## src/rtl/instr_encode_loader.sv

```systemverilog
// instr_encode_loader: assembles RV32I machine words (LW, SW, R, I-ALU, BR)
// from decoded fields and writes them to consecutive imem word addresses.
// One word is written every two cycles: accept in IDLE, strobe in WRITE.
// Optional build macro IMM_RANGE_CHECK_EN turns immediates that do not fit
// their encoding into a sticky error instead of silently truncating them.
module instr_encode_loader #(
    parameter int DEPTH     = 64,
    parameter int ADDR_W    = 8,
    parameter int BASE_ADDR = 0
) (
    input  logic                       clk,
    input  logic                       rst,
    input  logic                       clear,
    input  logic                       in_valid,
    output logic                       in_ready,
    input  logic [2:0]                 in_class,
    input  logic [4:0]                 rd,
    input  logic [4:0]                 rs1,
    input  logic [4:0]                 rs2,
    input  logic [2:0]                 funct3,
    input  logic                       funct7b5,
    input  logic [12:0]                imm,
    output logic                       imem_we,
    output logic [ADDR_W-1:0]          imem_addr,
    output logic [31:0]                imem_wdata,
    output logic [$clog2(DEPTH+1)-1:0] count,
    output logic                       full,
    output logic                       err
);
    localparam int CNT_W = $clog2(DEPTH+1);

    typedef enum logic {IDLE, WRITE} state_t;

    state_t            state, state_nx;
    logic [ADDR_W-1:0] ptr_p0;
    logic [CNT_W-1:0]  cnt_p0;
    logic              err_p0;
    logic [31:0]       wdata_p0;
    logic              accept, legal, range_fault, do_write, is_shift;

    // Shift-immediate forms of the I class carry funct7 in the upper bits.
    assign is_shift = (funct3 == 3'b001) || (funct3 == 3'b101);

    // Field placement for each instruction class.
    function automatic logic [31:0] encode(input logic [2:0] cls);
        logic [31:0] w;
        w = 32'h0;
        case (cls)
            3'd0: w = {imm[11:0], rs1, funct3, rd, 7'b0000011};
            3'd1: w = {imm[11:5], rs2, rs1, funct3, imm[4:0], 7'b0100011};
            3'd2: w = {1'b0, funct7b5, 5'b0, rs2, rs1, funct3, rd, 7'b0110011};
            3'd3: begin
                if (is_shift)
                    w = {1'b0, funct7b5, 5'b0, imm[4:0], rs1, funct3, rd, 7'b0010011};
                else
                    w = {imm[11:0], rs1, funct3, rd, 7'b0010011};
            end
            3'd4: w = {imm[12], imm[10:5], rs2, rs1, funct3, imm[4:1], imm[11], 7'b1100011};
            default: w = 32'h0;
        endcase
        return w;
    endfunction

`ifdef IMM_RANGE_CHECK_EN
    // Flag immediates that the selected encoding cannot represent.
    always_comb begin
        range_fault = 1'b0;
        case (in_class)
            3'd0, 3'd1: range_fault = (imm[12] != imm[11]);
            3'd3: begin
                if (is_shift)
                    range_fault = (imm[11:5] != 7'd0);
                else
                    range_fault = (imm[12] != imm[11]);
            end
            3'd4: range_fault = imm[0];
            default: range_fault = 1'b0;
        endcase
    end
`else
    assign range_fault = 1'b0;
`endif

    assign full      = (cnt_p0 == CNT_W'(DEPTH));
    assign in_ready  = (state == IDLE) && !full && !clear && !rst;
    assign accept    = in_valid && in_ready;
    assign legal     = (in_class <= 3'd4);
    assign do_write  = accept && legal && !range_fault;
    assign imem_we   = (state == WRITE) && !clear;
    assign imem_addr = ptr_p0;
    assign imem_wdata = wdata_p0;
    assign count     = cnt_p0;
    assign err       = err_p0;

    // Next-state: clear forces IDLE; a writable bundle moves to WRITE for one cycle.
    always_comb begin
        state_nx = state;
        if (clear) begin
            state_nx = IDLE;
        end else begin
            case (state)
                IDLE:    if (do_write) state_nx = WRITE;
                WRITE:   state_nx = IDLE;
                default: state_nx = IDLE;
            endcase
        end
    end

    // State, write pointer, word count, sticky error and registered word.
    always_ff @(posedge clk or posedge rst) begin
        if (rst) begin
            state    <= IDLE;
            ptr_p0   <= ADDR_W'(BASE_ADDR);
            cnt_p0   <= '0;
            err_p0   <= 1'b0;
            wdata_p0 <= 32'h0;
        end else begin
            state <= state_nx;
            if (clear) begin
                ptr_p0 <= ADDR_W'(BASE_ADDR);
                cnt_p0 <= '0;
                err_p0 <= 1'b0;
            end else begin
                if (state == WRITE) begin
                    ptr_p0 <= ptr_p0 + ADDR_W'(4);
                    cnt_p0 <= cnt_p0 + CNT_W'(1);
                end
                if (accept && (!legal || range_fault))
                    err_p0 <= 1'b1;
                if (do_write)
                    wdata_p0 <= encode(in_class);
            end
        end
    end
endmodule

```

## config.mk

```make
export PLATFORM = sky130hd
export DESIGN_NAME = instr_encode_loader
export DESIGN_NICKNAME = d
export VERILOG_FILES = /design/src/rtl/instr_encode_loader.sv
export SDC_FILE = /design/constraint.sdc
export NUM_CORES = 1
export LEC_CHECK = 0
export ABC_AREA = 1
export CAP_MARGIN = 30
export CORE_MARGIN = 1.5
export CORE_UTILIZATION = 39
export DETAILED_ROUTE_END_ITERATION = 10
export GPL_ROUTABILITY_DRIVEN = 1
export PLACE_DENSITY = 0.87
export REMOVE_ABC_BUFFERS = 1
export SYNTH_ARGS = -nofsm -noshare
export SYNTH_HDL_FRONTEND = slang
export SYNTH_SLANG_ARGS = --single-unit
```

## constraint.sdc

```tcl
create_clock -name clk -period 1.3 [get_ports clk]
set_input_delay 0.195 -clock clk [delete_from_list [all_inputs] [get_ports clk]]
set_output_delay 0.195 -clock clk [all_outputs]
set_load 0.01 [all_outputs]
```

Figure 1. M3 wires.
Drawn at 4 px/um.
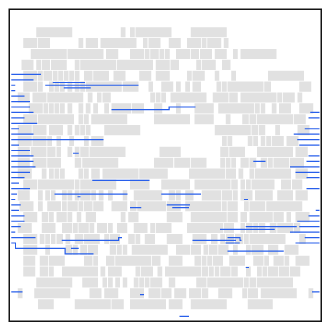
wire length on this layer: 424 um
longest straight run: 23.0 um
routed via count: 2264
final wirelength: 6260 um
GRT met3 Usage: 5.06%

Figure 2. Sequential cells grouped by signal name.
Drawn at 6 px/um.
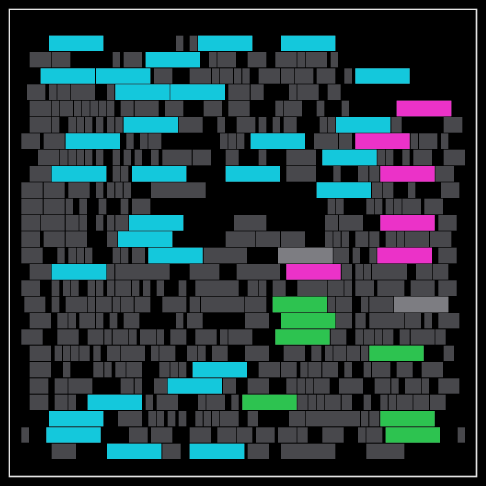
| name in the netlist | color | placed flops |
|---|---|---|
| count | green | 7 |
| imem_addr | magenta | 6 |
| imem_wdata | cyan | 29 |
not colored: 2

Figure 3. Met1 routing.
Drawn at 8 px/um. Supply wires on this layer in gray.
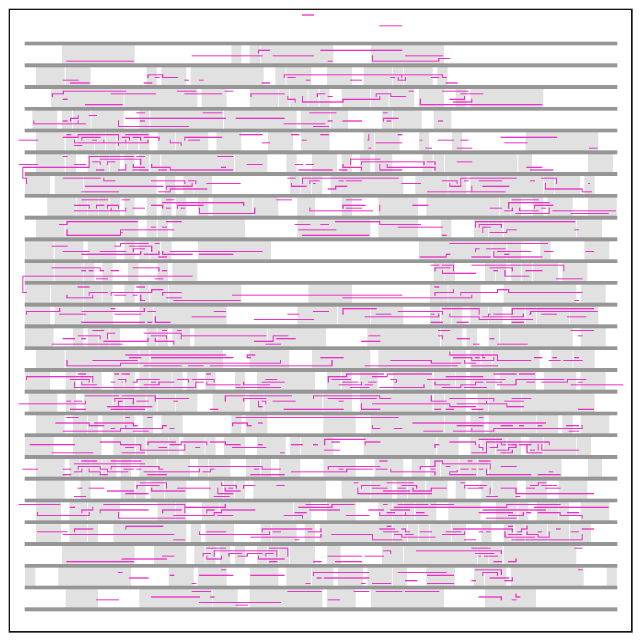
main direction: horizontal
nets with wire on the layer: 383

-- cells by family after synthesis --
group,Yosys count,share of synthesized area [%]
other,1,0.173
adder cells (fa/ha/maj),3,1.73
buffers and inverters,38,8.70
AND-OR/OR-AND,15,3.80
flip-flops,44,50.7
AND/OR/NAND/NOR,184,34.5
XOR/XNOR,1,0.403
-- sequential cells by signal, summed over array words and instances, names as in the netlist --
signal,count
imem_wdata,29
count,7
imem_addr,6
err,1
state,1
-- routing by layer --
metal / vias to the layer above / share of wire, %
li1: 1133 / -
met1: 1027 / 38
met2: 93 / 53
met3: 11 / 6.8
met4: 0 / 1.7
met5: - / 0
-- repair_timing --
action,4_1_cts,5_1_grt
hold buffers,0,0
cloned,1,2
setup buffers,6,4
gates resized,84,54
pin swaps,5,22
setup endpoints to repair,79,40
endpoints found under the hold margin,0,0
-- worst max-delay path, stage by stage (launching register included) --
cell and delay (ns):
dfrtp_1 0.40, inv_2 0.09, ha_4 0.13, inv_2 0.03, nor2_2 0.08, nand3_2 0.10, inv_2 0.09, nor3_2 0.04
buf_2 0.14
-- area by class of cell --
cell class | instances | area [sq um] | share of cell area (%)
clock inverter | 2 | 10.0 | 0.269
tap | 70 | 87.6 | 2.36
timing repair buffer | 130 | 1230 | 33.1
multi-input combinational | 207 | 1100 | 29.6
clock buffer | 6 | 82.6 | 2.22
inverter | 27 | 101 | 2.73
sequential | 44 | 1100 | 29.6
-- Yosys cell counts (2+ instances only) --
master   instances  area (sq um)
a21oi_1          5          25.0
buf_4            6          45.0
buf_6            3          33.8
dfrtp_1         44          1100
ha_1             3          37.5
inv_1           25          93.8
inv_2            2          7.51
nand2_1        138           518
nand3_1         13          65.1
nand4_1          4          25.0
nor2_1          20          75.1
nor2_2           2          12.5
nor2_4           2          22.5
nor3_1           4          20.0
o21ai_0          7          35.0
-- worst min-delay path by stage --
stage / to / slack [ns] / depth (start not counted)
3_5_place_dp: imem_wdata[23]$_DFFE_PP0P_ / 0.47 / 2
2_1_floorplan: err$_DFFE_PP0P_ / 0.26 / 1
6_report: imem_wdata[17]$_DFFE_PP0P_ / 0.44 / 3
4_1_cts: imem_wdata[1]$_DFFE_PP0P_ / 0.43 / 4
3_3_place_gp: imem_wdata[29]$_DFFE_PP0P_ / 0.46 / 2
5_1_grt: imem_wdata[19]$_DFFE_PP0P_ / 0.45 / 3
-- power by group through the flow --
stage	Clock (W)	Combinational [W]	Sequential (W)
after floorplan	0	0.000249	0.00170
after global placement	0	0.000891	0.00163
after detailed placement	0	0.000913	0.00163
after CTS	0.000911	0.000823	0.00161
after global routing	0.000966	0.000967	0.00166
final	0.000883	0.000885	0.00164
-- metrics by stage --
| stage | setup slack [ns] | instance area, sq um |
|---|---|---|
| 6_report | -0.272 | 3710 |
| 5_1_grt | -0.329 | 3710 |
| 4_1_cts | -0.265 | 3500 |
| 3_5_place_dp | -0.487 | 3340 |
| 3_3_place_gp | -0.442 | 3340 |
| 2_1_floorplan | -0.585 | 2100 |
==> results.toml <==
# synthesis and place-and-route metrics
[floorplan]
fp_util_pct = 41.5
die_w_um = 77.6
ioPinCount = 90
rows = 26
die_area_sq_um = 6030
die-height_um = 77.6
coreArea_sq_um = 5240

[global_route]
grt_start_max_net_pins = 25
grt_usage_pct = 21.6
met2_usage_pct = 39.5
grt_pass1_vias = 2355
busiest_layer = "met2"
grtUsageMet1_pct = 24.4
overflow = 0
antenna_found_initial = 0
grt_pass1_wl_um = 10400

[yosys]
ys_seq_share_pct = 50.7
synthesis.area_sq_um = 2170
syn_area_per_cell_sq_um = 7.59
yosys_cells = 286
synth_cells = 286
synth_flops = 44
yosysUniqueCellTypes = 23
async_reset_ff_share_pct = 100
ys_warn_count = 0
edf_count = 0
ys_area_sq_um = 2170
yosys_most_used_dff = "dfrtp_1"

[finish]
n_antenna_cell = 0
nFillCells = 435
layout_top_cells = "109 x nand2_1, 44 x dfrtp_1, 38 x clkdlybuf4s50_1, 37 x dlygate4sd2_1, 33 x buf_4"
utilization_pct = 70.9
instances_no_fill = 486
area_growth_pct = 71.0
lay_top_count = "nand2_1"
drive_gt1_share_pct = 26.7
nets = 457

[worst_setup_path]
path_max_fanout = 2
r2r_slack_ns = -0.26
critical_path_arrival_ns = 1.38
r2r_end = "imem_wdata[8]$_DFFE_PP0P_"
crit_type = "flip-flop to output port"
crit_required_ns = 1.11
cp-end-kind = "output port"
crit_path_end = "in_ready"
cp-start-kind = "flip-flop"
r2r-start = "count[0]$_DFFE_PP0N_"
critPathLaunch = "count[0]$_DFFE_PP0N_"
reg2regPathDepth = 11

[power]
p_leak_nw = 2.02
switching_share_pct = 29.1
ir_drop_mv = 0.542
internal_power_w = 0.00241
p_switching_w = 0.000992
power.total_w = 0.00340
clock_power_share_pct = 25.9
seqPwrFrac_pct = 48.1
cellPowerDensity_nw_per_um2 = 916
comb_power_share_pct = 26.0

[placement]
place.gp.congestion = 0.924
post-dp-hpwl_um = 4460
io_buffers = 85
place_inst = 467

[clock_network]
cts_buffers = 5
cts_num_sinks = 44
clock_latency_ns = 0.29
clock_path_buffers = 2
cts-root-buf = "clkbuf_8"
clkTransAtPathRegs_ns = 0.08
h-tree-depth = 2
cts_tree = "done"

[timing]
period_minus_slack_ns = 1.57
slew_viol_final = 0
fin_ws_ns = -0.272
fin_setup_tns_ns = -7.25
setup_viol = 32
hold_ws_ns = 0.437
finalHoldViolCount = 0
max_freq_mhz = 636
rsz0062_at_grt = "true"
fin_crit_sh_pct = 121
skew_ns = 0.00532

[drt]
vias_per_cell = 4.66
antenna_left = 0
drtPass1Iterations = 4
drcViolationCount = 0
wl_per_cell_um = 12.9
drt_iter0_markers = 88

[flow_run]
drv_cap = 0
warnings = 28

[worst_hold_path]
hold_path.class = "input pin to flip-flop"
worstHoldStart = "rs1[2]"

[outcome]
outcome = "finished with violations"
violations = "setup timing"
Power and IR drop assume default switching activity.
